<file path="src/rtl/vt_pkg.sv">
// vt_pkg: shared VT100 constants, special-key indices, FSM state encoding and
// byte helpers used by the key encoder (and the receive-side escape parser).
// No ports; import with "import vt_pkg::*".
package vt_pkg;

  localparam logic [7:0] CH_ESC   = 8'h1B;
  localparam logic [7:0] CH_CR    = 8'h0D;
  localparam logic [7:0] CH_LF    = 8'h0A;
  localparam logic [7:0] CH_CSI   = 8'h5B;  // '['
  localparam logic [7:0] CH_TILDE = 8'h7E;  // '~'

  localparam logic [3:0] KEY_UP    = 4'd0;
  localparam logic [3:0] KEY_DOWN  = 4'd1;
  localparam logic [3:0] KEY_RIGHT = 4'd2;
  localparam logic [3:0] KEY_LEFT  = 4'd3;
  localparam logic [3:0] KEY_HOME  = 4'd4;
  localparam logic [3:0] KEY_END   = 4'd5;
  localparam logic [3:0] KEY_INS   = 4'd6;
  localparam logic [3:0] KEY_DEL   = 4'd7;
  localparam logic [3:0] KEY_PGUP  = 4'd8;
  localparam logic [3:0] KEY_PGDN  = 4'd9;

  typedef enum logic [2:0] {
    ST_IDLE  = 3'd0,
    ST_ESC   = 3'd1,
    ST_CSI   = 3'd2,
    ST_PARAM = 3'd3,
    ST_FINAL = 3'd4,
    ST_LF    = 3'd5
  } vt_state_e;

  // One queued key event: code[8]=1 selects a special key index in code[3:0].
  typedef struct packed {
    logic       ctrl;
    logic [8:0] code;
  } key_entry_t;

  localparam int KEY_W = $bits(key_entry_t);

  function automatic logic is_param_key(input logic [3:0] idx);
    is_param_key = (idx >= KEY_INS) && (idx <= KEY_PGDN);
  endfunction

  function automatic logic is_enter(input key_entry_t k);
    is_enter = !k.code[8] && ((k.code[7:0] == CH_CR) || (k.code[7:0] == CH_LF));
  endfunction

  // First state of the sequence for an entry; IDLE means the entry is dropped.
  function automatic vt_state_e first_state(input key_entry_t k);
    if (!k.code[8]) begin
      first_state = ST_FINAL;
    end else if (k.code[3:0] <= KEY_PGDN) begin
      first_state = ST_ESC;
    end else begin
      first_state = ST_IDLE;
    end
  endfunction

  function automatic logic [7:0] param_byte(input logic [3:0] idx);
    case (idx)
      KEY_INS:  param_byte = 8'h32;
      KEY_DEL:  param_byte = 8'h33;
      KEY_PGUP: param_byte = 8'h35;
      KEY_PGDN: param_byte = 8'h36;
      default:  param_byte = 8'h00;
    endcase
  endfunction

  // Last byte of a special sequence, or the translated byte of an ASCII key.
  function automatic logic [7:0] final_byte(input key_entry_t k);
    logic [7:0] b;
    b = k.code[7:0];
    if (k.code[8]) begin
      case (k.code[3:0])
        KEY_UP:    final_byte = 8'h41;
        KEY_DOWN:  final_byte = 8'h42;
        KEY_RIGHT: final_byte = 8'h43;
        KEY_LEFT:  final_byte = 8'h44;
        KEY_HOME:  final_byte = 8'h48;
        KEY_END:   final_byte = 8'h46;
        KEY_INS, KEY_DEL, KEY_PGUP, KEY_PGDN: final_byte = CH_TILDE;
        default:   final_byte = 8'h00;
      endcase
    end else if ((b == CH_CR) || (b == CH_LF)) begin
      final_byte = CH_CR;
    end else if (k.ctrl && (b[7:6] == 2'b01)) begin
      // Ctrl only folds 0x40..0x7F onto the C0 control range.
      final_byte = b & 8'h1F;
    end else begin
      final_byte = b;
    end
  endfunction

endpackage

</file>
<file path="src/rtl/vt_key_encoder_if.sv">
// vt_key_encoder_if: key-event input handshake, UART byte output handshake and
// the overflow flag of the key encoder.
//   slave  : encoder side (takes key events, produces tx bytes)
//   master : key source / transmitter side
interface vt_key_encoder_if;
  logic       key_valid;
  logic [8:0] key_code;
  logic       key_ctrl;
  logic       key_ready;
  logic [7:0] tx_data;
  logic       tx_valid;
  logic       tx_ready;
  logic       overflow;

  modport master (
    output key_valid, key_code, key_ctrl, tx_ready,
    input  key_ready, tx_data, tx_valid, overflow
  );

  modport slave (
    input  key_valid, key_code, key_ctrl, tx_ready,
    output key_ready, tx_data, tx_valid, overflow
  );
endinterface

</file>
<file path="src/rtl/key_fifo.sv">
// key_fifo: synchronous FIFO, power-of-two DEPTH, WIDTH-bit entries.
// Ports: clk, rst (async high), push/din, pop/dout (show-ahead), full, empty.
// Pushes while full and pops while empty are ignored.
module key_fifo #(
  parameter int DEPTH = 4,
  parameter int WIDTH = 10
) (
  input  logic             clk,
  input  logic             rst,
  input  logic             push,
  input  logic [WIDTH-1:0] din,
  input  logic             pop,
  output logic [WIDTH-1:0] dout,
  output logic             full,
  output logic             empty
);

  localparam int AW = $clog2(DEPTH);
  localparam logic [AW:0] PTR_ONE = {{AW{1'b0}}, 1'b1};

  logic [WIDTH-1:0] mem [DEPTH];
  // The extra MSB distinguishes full from empty when the indices match.
  logic [AW:0] wr_ptr_r;
  logic [AW:0] rd_ptr_r;
  logic        wr_en_s;
  logic        rd_en_s;

  assign full    = (wr_ptr_r[AW] != rd_ptr_r[AW]) && (wr_ptr_r[AW-1:0] == rd_ptr_r[AW-1:0]);
  assign empty   = (wr_ptr_r == rd_ptr_r);
  assign wr_en_s = push && !full;
  assign rd_en_s = pop && !empty;
  assign dout    = mem[rd_ptr_r[AW-1:0]];

  // Pointer registers.
  always_ff @(posedge clk or posedge rst) begin
    if (rst) begin
      wr_ptr_r <= '0;
      rd_ptr_r <= '0;
    end else begin
      if (wr_en_s) begin
        wr_ptr_r <= wr_ptr_r + PTR_ONE;
      end
      if (rd_en_s) begin
        rd_ptr_r <= rd_ptr_r + PTR_ONE;
      end
    end
  end

  // Storage write port.
  always_ff @(posedge clk) begin
    if (wr_en_s) begin
      mem[wr_ptr_r[AW-1:0]] <= din;
    end
  end

endmodule

</file>
<file path="src/rtl/vt_key_encoder.sv">
// vt_key_encoder: turns keyboard events into VT100 byte streams for a UART.
// Ports: clk100, rst (async high), bus (slave modport of vt_key_encoder_if:
// key_valid/key_code/key_ctrl/key_ready in, tx_data/tx_valid/tx_ready out,
// sticky overflow). Events are queued in key_fifo; the FSM pops one entry and
// emits its byte sequence back-to-back on the tx handshake.
module vt_key_encoder
  import vt_pkg::*;
#(
  parameter int FIFO_DEPTH = 4,
  parameter bit ENTER_CRLF = 1'b0
) (
  input  logic               clk100,
  input  logic               rst,
  vt_key_encoder_if.slave    bus
);

  logic       key_ready_s;
  logic       push_s;
  logic       pop_s;
  logic       advance_s;
  logic       fifo_full_s;
  logic       fifo_empty_s;
  key_entry_t fifo_din_s;
  key_entry_t fifo_dout_s;

  vt_state_e  state_r;
  vt_state_e  state_nxt_s;
  key_entry_t key_r;
  key_entry_t key_nxt_s;
  logic [7:0] tx_data_r;
  logic [7:0] tx_data_nxt_s;
  logic       tx_valid_r;
  logic       tx_valid_nxt_s;
  logic       overflow_r;

  // key_ready drops with rst directly so nothing is offered as accepted in reset.
  assign key_ready_s = !fifo_full_s && !rst;
  assign push_s      = bus.key_valid && key_ready_s;
  assign fifo_din_s  = {bus.key_ctrl, bus.key_code};
  // The presented byte may be replaced when nothing is presented or it is taken.
  assign advance_s   = !tx_valid_r || bus.tx_ready;

  assign bus.key_ready = key_ready_s;
  assign bus.tx_data   = tx_data_r;
  assign bus.tx_valid  = tx_valid_r;
  assign bus.overflow  = overflow_r;

  key_fifo #(
    .DEPTH (FIFO_DEPTH),
    .WIDTH (KEY_W)
  ) u_key_fifo (
    .clk   (clk100),
    .rst   (rst),
    .push  (push_s),
    .din   (fifo_din_s),
    .pop   (pop_s),
    .dout  (fifo_dout_s),
    .full  (fifo_full_s),
    .empty (fifo_empty_s)
  );

  // State, current key and registered tx outputs.
  always_ff @(posedge clk100 or posedge rst) begin
    if (rst) begin
      state_r    <= ST_IDLE;
      key_r      <= '0;
      tx_data_r  <= 8'h00;
      tx_valid_r <= 1'b0;
    end else begin
      state_r    <= state_nxt_s;
      key_r      <= key_nxt_s;
      tx_data_r  <= tx_data_nxt_s;
      tx_valid_r <= tx_valid_nxt_s;
    end
  end

  // Sticky overflow: a key offered while the encoder cannot take it.
  always_ff @(posedge clk100 or posedge rst) begin
    if (rst) begin
      overflow_r <= 1'b0;
    end else if (bus.key_valid && !key_ready_s) begin
      overflow_r <= 1'b1;
    end
  end

  // Next state; state names the byte presented on tx_data. Leaving the last
  // byte of a sequence pops the next entry on the same edge (no idle gap).
  always_comb begin
    state_nxt_s = state_r;
    key_nxt_s   = key_r;
    pop_s       = 1'b0;
    if (advance_s) begin
      case (state_r)
        ST_ESC: begin
          state_nxt_s = ST_CSI;
        end
        ST_CSI: begin
          if (is_param_key(key_r.code[3:0])) begin
            state_nxt_s = ST_PARAM;
          end else begin
            state_nxt_s = ST_FINAL;
          end
        end
        ST_PARAM: begin
          state_nxt_s = ST_FINAL;
        end
        ST_IDLE, ST_FINAL, ST_LF: begin
          if ((state_r == ST_FINAL) && ENTER_CRLF && is_enter(key_r)) begin
            state_nxt_s = ST_LF;
          end else if (!fifo_empty_s) begin
            // Dropped special indices decode to IDLE: popped, nothing sent.
            pop_s       = 1'b1;
            key_nxt_s   = fifo_dout_s;
            state_nxt_s = first_state(fifo_dout_s);
          end else begin
            state_nxt_s = ST_IDLE;
          end
        end
        default: begin
          state_nxt_s = ST_IDLE;
        end
      endcase
    end else begin
      state_nxt_s = state_r;
    end
  end

  // Byte to present after the edge; a stall keeps state and key, so the byte holds.
  always_comb begin
    tx_data_nxt_s  = 8'h00;
    tx_valid_nxt_s = 1'b1;
    case (state_nxt_s)
      ST_ESC:   tx_data_nxt_s = CH_ESC;
      ST_CSI:   tx_data_nxt_s = CH_CSI;
      ST_PARAM: tx_data_nxt_s = param_byte(key_nxt_s.code[3:0]);
      ST_FINAL: tx_data_nxt_s = final_byte(key_nxt_s);
      ST_LF:    tx_data_nxt_s = CH_LF;
      ST_IDLE: begin
        tx_data_nxt_s  = 8'h00;
        tx_valid_nxt_s = 1'b0;
      end
      default: begin
        tx_data_nxt_s  = 8'h00;
        tx_valid_nxt_s = 1'b0;
      end
    endcase
  end

endmodule

</file>
<file path="src/flat_wrapper.sv">
// flat-port wrapper written by rule: the top's interface ports become plain ports
module vt_key_encoder_flat import vt_pkg::*;
#(
  parameter int FIFO_DEPTH = 4,
  parameter bit ENTER_CRLF = 1'b0
)
  (clk100, rst, bus_key_valid, bus_key_code, bus_key_ctrl, bus_tx_ready, bus_key_ready, bus_tx_data, bus_tx_valid, bus_overflow);
  vt_key_encoder_if bus_i ();
  input  logic clk100;
  input  logic rst;
  input wire logic [$bits(bus_i.key_valid)-1:0] bus_key_valid;
  input wire logic [$bits(bus_i.key_code)-1:0] bus_key_code;
  input wire logic [$bits(bus_i.key_ctrl)-1:0] bus_key_ctrl;
  input wire logic [$bits(bus_i.tx_ready)-1:0] bus_tx_ready;
  output wire logic [$bits(bus_i.key_ready)-1:0] bus_key_ready;
  output wire logic [$bits(bus_i.tx_data)-1:0] bus_tx_data;
  output wire logic [$bits(bus_i.tx_valid)-1:0] bus_tx_valid;
  output wire logic [$bits(bus_i.overflow)-1:0] bus_overflow;
  assign bus_i.key_valid = bus_key_valid;
  assign bus_i.key_code = bus_key_code;
  assign bus_i.key_ctrl = bus_key_ctrl;
  assign bus_i.tx_ready = bus_tx_ready;
  assign bus_key_ready = bus_i.key_ready;
  assign bus_tx_data = bus_i.tx_data;
  assign bus_tx_valid = bus_i.tx_valid;
  assign bus_overflow = bus_i.overflow;
  vt_key_encoder #(.FIFO_DEPTH(FIFO_DEPTH), .ENTER_CRLF(ENTER_CRLF)) u_core (.clk100(clk100), .rst(rst), .bus(bus_i));
endmodule
</file>
<file path="config.mk">
export PLATFORM = sky130hd
export DESIGN_NAME = vt_key_encoder_flat
export DESIGN_NICKNAME = d
export VERILOG_FILES = /design/src/rtl/vt_pkg.sv /design/src/rtl/vt_key_encoder_if.sv /design/src/rtl/key_fifo.sv /design/src/rtl/vt_key_encoder.sv /design/src/flat_wrapper.sv
export SDC_FILE = /design/constraint.sdc
export NUM_CORES = 1
export LEC_CHECK = 0
export CORE_MARGIN = 2
export CORE_UTILIZATION = 29
export DETAILED_ROUTE_END_ITERATION = 12
export PLACE_DENSITY = 0.57
export SETUP_SLACK_MARGIN = 0.1
export SLEW_MARGIN = 5
export SYNTH_ARGS = -nofsm -noshare
export SYNTH_HDL_FRONTEND = slang
export SYNTH_SLANG_ARGS = --single-unit
</file>
<file path="constraint.sdc">
create_clock -name clk100 -period 3.15 [get_ports clk100]
set_clock_uncertainty 0.2 [all_clocks]
set_input_delay 0.63 -clock clk100 [delete_from_list [all_inputs] [get_ports clk100]]
set_output_delay 0.63 -clock clk100 [all_outputs]
set_load 0.05 [all_outputs]
</file>
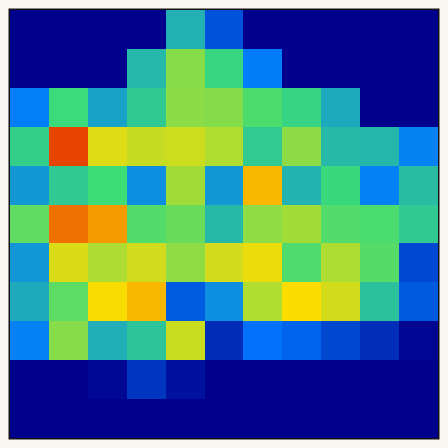
*Cell density map, run 1*
11 x 11 tiles, from dark blue (low) to red (high), 0 to 100% covered.
4.1% of the tiles are over 75% full. 32% of the tiles are nearly empty. The mean over all tiles is 33%. The fullest tile reaches 92%.
Core Box Area: 0.0113 mm2
final core occ: 37.1%
FP Core Util: 29.4%

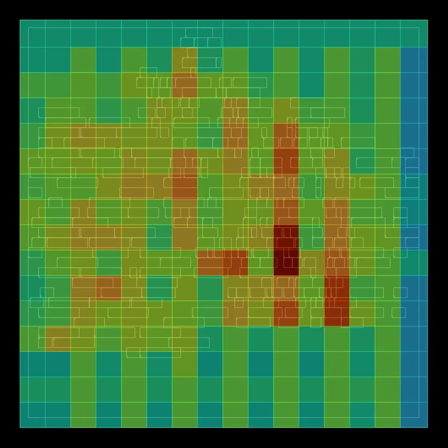
*Track usage over the die, run 1*
busiest grt layer: met2
met3 Use GR: 3.99%

==> results_dict.tcl, run 1 <==
# flow metrics
set metrics [dict create \
    rsz0062_at_grt "no" \
    maxCapViolations 0 \
    area_delta_synth_final_pct 26.0 \
    overflow 0 \
    aoi_share_pct 10.3 \
    drtIter0Drc 90 \
    diodes 0 \
    path_clk_slew_ns 0.06 \
    critPathLaunchType "primary input" \
    synth_area_mm2 0.00331 \
    final_cell_area_mm2 0.00418 \
    syn_avg_cell_area_um2 14.1 \
    grt_pass1_wl_um 10800 \
    port_buffers 24 \
    die_h_um 111 \
    place_area_mm2 0.00387 \
    ys.flops 69 \
    synth-adder-area-share_pct 4.15 \
    dieArea_mm2 0.0123 \
    edf_count 40 \
    ios 25 \
    synth_top_flop_cell "edfxtp_1" \
    clock_sinks 69 \
    cp_max_fo 4 \
    logic_family "multiplexers" \
    synth-async-reset-ratio_pct 42.0 \
    mux_area_share_pct 12.3 \
    wl_per_cell_um 15.2 \
    yosys_area_mm2 0.00331 \
    hold_path.class "flip-flop to flip-flop" \
    antenna_found_initial 0 \
    ys_cells 235 \
    grt_usage_pct 11.3 \
    fmax_ghz 0.343 \
    wl_um 6610 \
    tightest_slew_ns 0.601 \
    max-clock-path-buffers 2 \
    cts_buffers 9 \
    crit_arrival_ns 2.91 \
    vias 2023 \
    first_global_vias 2064 \
    cts_tree "built" \
    dp.cells 417 \
    period_used_pct 92.6 \
    dpl.hpwl_um 4530 \
    fillers 1073 \
    fp.dieW_um 111 \
    drc_errors 0 \
    ctsHoldBuffers 0 \
    row_count 39 \
    setup_violations 0 \
    criticalPathCategory "primary input to flip-flop" \
    vias_per_cell 4.66 \
    cts-root-buf "clkbuf_16" \
    dp_slack_ns -0.143 \
    synth.distinct_cells 54 \
    syn_inst 235 \
    drive_above_1_share_pct 26.8 \
    grt_max_degree 27 \
    slew-limit-headroom_pct 59.9 \
    warning_count 34 \
    firstDrtPassIters 4 \
    clk_latency_ns 0.33 \
    synth_xor_xnor_area_share_pct 1.85 \
    slew_viol_final 0 \
    htreeDepth 3 \
    worstPathRequired_ns 3.14 \
    fin_crit_ns 2.92 \
    gp_congestion 0.854 \
    finalHoldViolCount 0 \
    totalNegativeSetupSlack_ns 0 \
    simple_gate_share_pct 10.2 \
    setup_ws_ns 0.233 \
    synth_seq_share_pct 58.1 \
    status "completed" \
    synth_warnings 0 \
    antenna_left 0 \
    critPathCaptureType "flip-flop" \
    nets 311 \
]
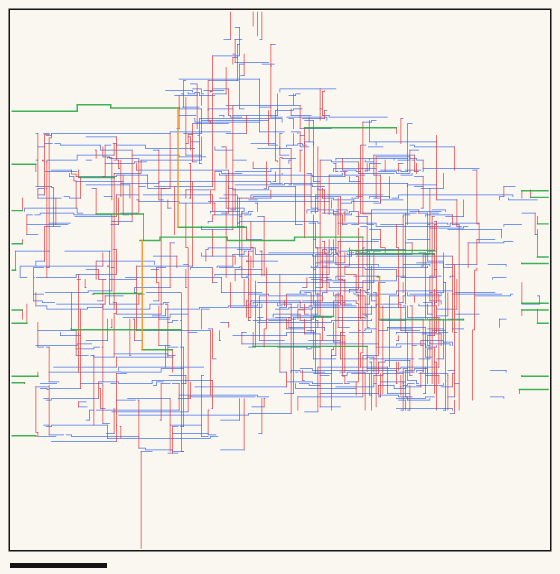
*Signal wires by layer, run 1*
Bar = 20 um.
Orange marks M4, wire length 55.8 um. Green marks M3, wire length 321 um. Red marks M2, wire length 2900 um. Blue marks M1, wire length 3340 um.

## run 1: what timing repair did
action	in CTS	in global routing
setup buffers	0	1
endpoints found under the setup margin	0	3
resized	0	8
## run 1: metrics by stage
stage | hold slack [ns] | util [%]
after floorplan | 0.260 | -
after global placement | 0.263 | 34.3
after global routing | 0.301 | 37.1
after detailed placement | 0.266 | 34.3
after CTS | 0.282 | 36.8
final | 0.281 | 37.1
## run 1: synth_stat cells (4+ instances only)
library cell,count,share of area [%]
nand2b_1,5,0.94
o21ai_1,6,0.91
ha_1,11,4.2
xor2_1,4,1.1
nor2b_1,6,1.1
inv_1,10,1.1
nand2_1,9,1.0
mux2_2,10,3.4
mux2i_1,5,1.5
mux4_1,5,4.0
mux4_2,5,3.4
nor2_1,10,1.1
edfxtp_1,40,36
dfrtp_1,29,22
a21oi_1,7,1.1
and3_1,4,0.75
o21ai_0,8,1.2
nor3_1,6,0.91
## run 1: metal layers
layer	GRT usage (%)	share of wire (%)	vias up
met5	0	0	-
met4	3.92	0.83	0
met3	3.99	4.8	7
met2	16.6	44	44
met1	15.5	50	974
li1	-	-	998
## run 1: path summary, 6_finish.rpt
kind	start	cells after the start	slack, ns	to
max	bus_tx_ready	13	0.23	u_core.bus.tx_data[1]
min	u_core.bus.overflow	1	0.28	u_core.bus.overflow
max reg2reg	u_core.u_key_fifo.rd_ptr_r[2]	12	0.25	u_core.bus.tx_data[1]
min reg2reg	u_core.bus.overflow	1	0.28	u_core.bus.overflow
max in group asynchronous	rst	3	1.85	u_core.bus.tx_valid
min in group asynchronous	rst	2	0.31	u_core.u_key_fifo.wr_ptr_r[0]
## run 1: layout make-up
cell class | instances | area, um2 | area share [%]
clock inverters | 6 | 45.0 | 1.08
well taps | 143 | 179 | 4.28
clock buffers | 10 | 229 | 5.48
flip-flops and latches | 69 | 1930 | 46.2
inverters | 11 | 41.3 | 0.989
multi-input cells | 148 | 1320 | 31.5
repair buffers | 47 | 435 | 10.4
## run 1: flip-flops by register name, indices dropped and copies added (netlist names)
name / count
u_core.u_key_fifo.mem: 40
u_core.key_r: 10
u_core.bus.tx_data: 8
u_core.state_r: 3
u_core.u_key_fifo.rd_ptr_r: 3
u_core.u_key_fifo.wr_ptr_r: 3
u_core.bus.overflow: 1
u_core.bus.tx_valid: 1
## run 1: critical path, stage by stage
cell and delay [ns]:
clkdlybuf4s50_1 0.45, nor2b_1 0.07, nor3_2 0.20, nand2_2 0.13, buf_4 0.15, mux2i_2 0.21, ha_1 0.25, nand2_1 0.08
a211oi_2 0.23, a311oi_2 0.07, o21ai_2 0.20, nand3b_1 0.13, o221ai_1 0.11
## run 1: logic make-up (layout without fill, tap and decap cells)
kind of cell	after synthesis	after routing
simple gates	60	60
flops	69	69
fa+ha+maj	11	11
mux	25	25
xor+xnor	7	7
compound gates	45	45
buf+inv	18	74
==> run 1 -> run 2 <==
- SETUP_SLACK_MARGIN: 0.1 -> 0.05
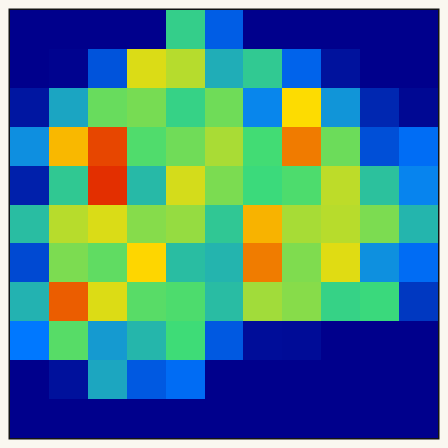
*Cell density map, run 2*
11 x 11 tiles, from dark blue (low) to red (high), 0 to 100% covered.
The emptiest ninth of the die: south-east. 6.6% of the tiles are over 75% full. 29% of the tiles are nearly empty. The fullest tile reaches 95%. The densest ninth of the die: center.

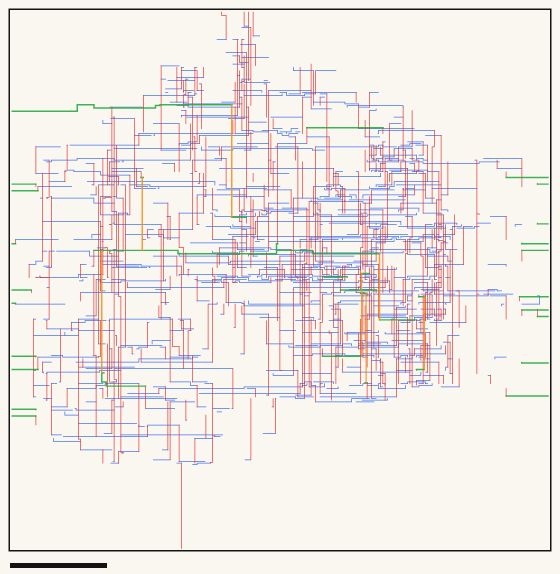
*Signal wires by layer, run 2*
Bar = 20 um.
Orange marks M4, wire length 127 um. Blue marks M1, wire length 3200 um. Red marks M2, wire length 3040 um. Green marks M3, wire length 261 um.
routed wire length: 6620 um
Via Count: 2073
gr usage total: 11.6%

==> run 2 against run 1 <==
Against the previous run:
- highest routed layer unchanged
- global-route usage increased by 0.31 points
- core utilization increased by 0.48 points
- hold slack improved by 0.0011 ns
- flip-flop count unchanged
- critical path depth unchanged
- first-iteration DRC count increased by 16%
==> results_dict.tcl, run 2 <==
# flow metrics
set metrics [dict create \
    common_cells "edfxtp_1 (40), dfrtp_1 (29), ha_1 (11)" \
    synth_top_area_share_pct 36.2 \
    drtIter0Drc 104 \
    period_used_pct 93.3 \
    fillers 1071 \
    worstPathRequired_ns 3.14 \
    tightest_slew_ns 0.558 \
    top_usage_layer "met2" \
    syn_inst 235 \
    maxCapViolations 0 \
    area_delta_synth_final_pct 27.6 \
    fin_crit_ns 2.94 \
    antenna_found_initial 0 \
    fmax_ghz 0.340 \
    ios 25 \
    cts_buffers 9 \
    dpl.hpwl_um 4660 \
    criticalPathCategory "primary input to flip-flop" \
    critPathLaunchType "primary input" \
    cp_max_fo 4 \
    synth_seq_share_pct 58.1 \
    die_h_um 111 \
    hold_path.class "flip-flop to flip-flop" \
    lay_top_cells "edfxtp_1 (40), dfrtp_1 (28), clkdlybuf4s50_1 (23), buf_4 (23), nor2_1 (10)" \
    use_met1_pct 14.7 \
    grt_max_degree 27 \
    edf_count 40 \
    yosys_area_mm2 0.00331 \
    yosysTopAreaCell "edfxtp_1" \
    finalHoldViolCount 0 \
    wl_per_cell_um 15.2 \
    final_cell_area_mm2 0.00423 \
    firstDrtPassIters 4 \
    setup_violations 0 \
    synth_top_flop_cell "edfxtp_1" \
    critPathCaptureType "flip-flop" \
    antenna_left 0 \
    crit_arrival_ns 2.93 \
    mux_area_share_pct 12.3 \
    aoi_share_pct 10.3 \
    largest_reg_flops 40 \
    clock_sinks 69 \
    coreArea_mm2 0.0113 \
    synthMostInstantiatedCell "edfxtp_1" \
    fp.dieW_um 111 \
    cts_tree "built" \
    synth.distinct_cells 54 \
    port_buffers 24 \
    path_clk_slew_ns 0.06 \
    warning_count 34 \
    rsz0062_at_grt "no" \
    simple_gate_share_pct 10.2 \
    logic_family "multiplexers" \
    htreeDepth 3 \
    drc_errors 0 \
    slew-limit-headroom_pct 62.8 \
    max-clock-path-buffers 2 \
    status "completed" \
    slew_viol_final 0 \
    nets 312 \
    synthTopCellsByArea "edfxtp_1 (36%), dfrtp_1 (22%), ha_1 (4.2%)" \
    synth_xor_xnor_area_share_pct 1.85 \
    cts-root-buf "clkbuf_16" \
    grt_use_met3_pct 3.83 \
    place_area_mm2 0.00388 \
    first_global_vias 2160 \
    ys.flops 69 \
    synth-adder-area-share_pct 4.15 \
    grt_pass1_wl_um 11100 \
    dp_slack_ns -0.116 \
    dieArea_mm2 0.0123 \
    use_met2_pct 18.0 \
    synth_warnings 0 \
    row_count 39 \
    setup_ws_ns 0.210 \
    syn_avg_cell_area_um2 14.1 \
    drive_above_1_share_pct 26.4 \
    ys_cells 235 \
    vias_per_cell 4.77 \
    synth_area_mm2 0.00331 \
    diodes 0 \
    overflow 0 \
    fp-utilization_pct 29.4 \
    synth-async-reset-ratio_pct 42.0 \
    gp_congestion 0.870 \
    clk_latency_ns 0.34 \
]
## run 2: per-layer routing
layer  wire [um]  up-vias
met1        3200     1019
met4         127        0
met5           0        -
met3         261       14
li1            -     1001
met2        3040       39
## run 2: final cells by class
cell class	count	area [um2]	share of cell area, %
clock buffers	9	225	5.32
well taps	143	179	4.23
multi-input cells	148	1320	31.1
flip-flops and latches	69	1930	45.6
repair buffers	48	443	10.5
inverters	11	41.3	0.976
clock inverters	7	97.6	2.31
## run 2: critical path: stages
cell and delay (ns):
clkdlybuf4s50_1 0.47, nor2b_2 0.06, nor3_2 0.21, nand2_2 0.13, mux2_4 0.35, inv_2 0.08, ha_2 0.19, nand2b_1 0.08
a21oi_1 0.20, a311oi_2 0.08, o21ai_2 0.20, nand3b_1 0.14, o221ai_1 0.11
## run 2: logic make-up after synthesis
| group | Yosys count |
|---|---|
| AND/OR/NAND/NOR | 60 |
| flip-flops | 69 |
| multiplexers | 25 |
| buffers and inverters | 18 |
| AND-OR/OR-AND | 45 |
| adder cells (fa/ha/maj) | 11 |
| XOR/XNOR | 7 |
## run 2: path summary, 6_finish.rpt
path,start,to,slack (ns),cells past startpoint
worst max register to register,u_core.u_key_fifo.rd_ptr_r[2],u_core.bus.tx_data[1],0.23,12
max in group asynchronous,rst,u_core.bus.tx_valid,1.87,3
min in group asynchronous,rst,u_core.bus.overflow,0.30,2
worst min-delay path,u_core.bus.overflow,u_core.bus.overflow,0.28,1
worst min register to register,u_core.bus.overflow,u_core.bus.overflow,0.28,1
worst max-delay path,bus_tx_ready,u_core.bus.tx_data[1],0.21,13
## run 2: per-stage QoR
stage	std cells	utilization [%]	TNS (ns)	hold slack (ns)
2_1_floorplan	235	-	0	0.260
3_3_place_gp	419	34.4	-0.196	0.260
3_5_place_dp	419	34.4	-0.311	0.266
4_1_cts	435	37.3	0	0.283
5_1_grt	435	37.5	0	0.305
6_report	435	37.5	0	0.283
## run 2: what timing repair did
item	4_1_cts	5_1_grt
resized	0	8
hold buffers	0	0
setup endpoints to repair	0	3
buffers inserted	0	0
endpoints found under the hold margin	0	0
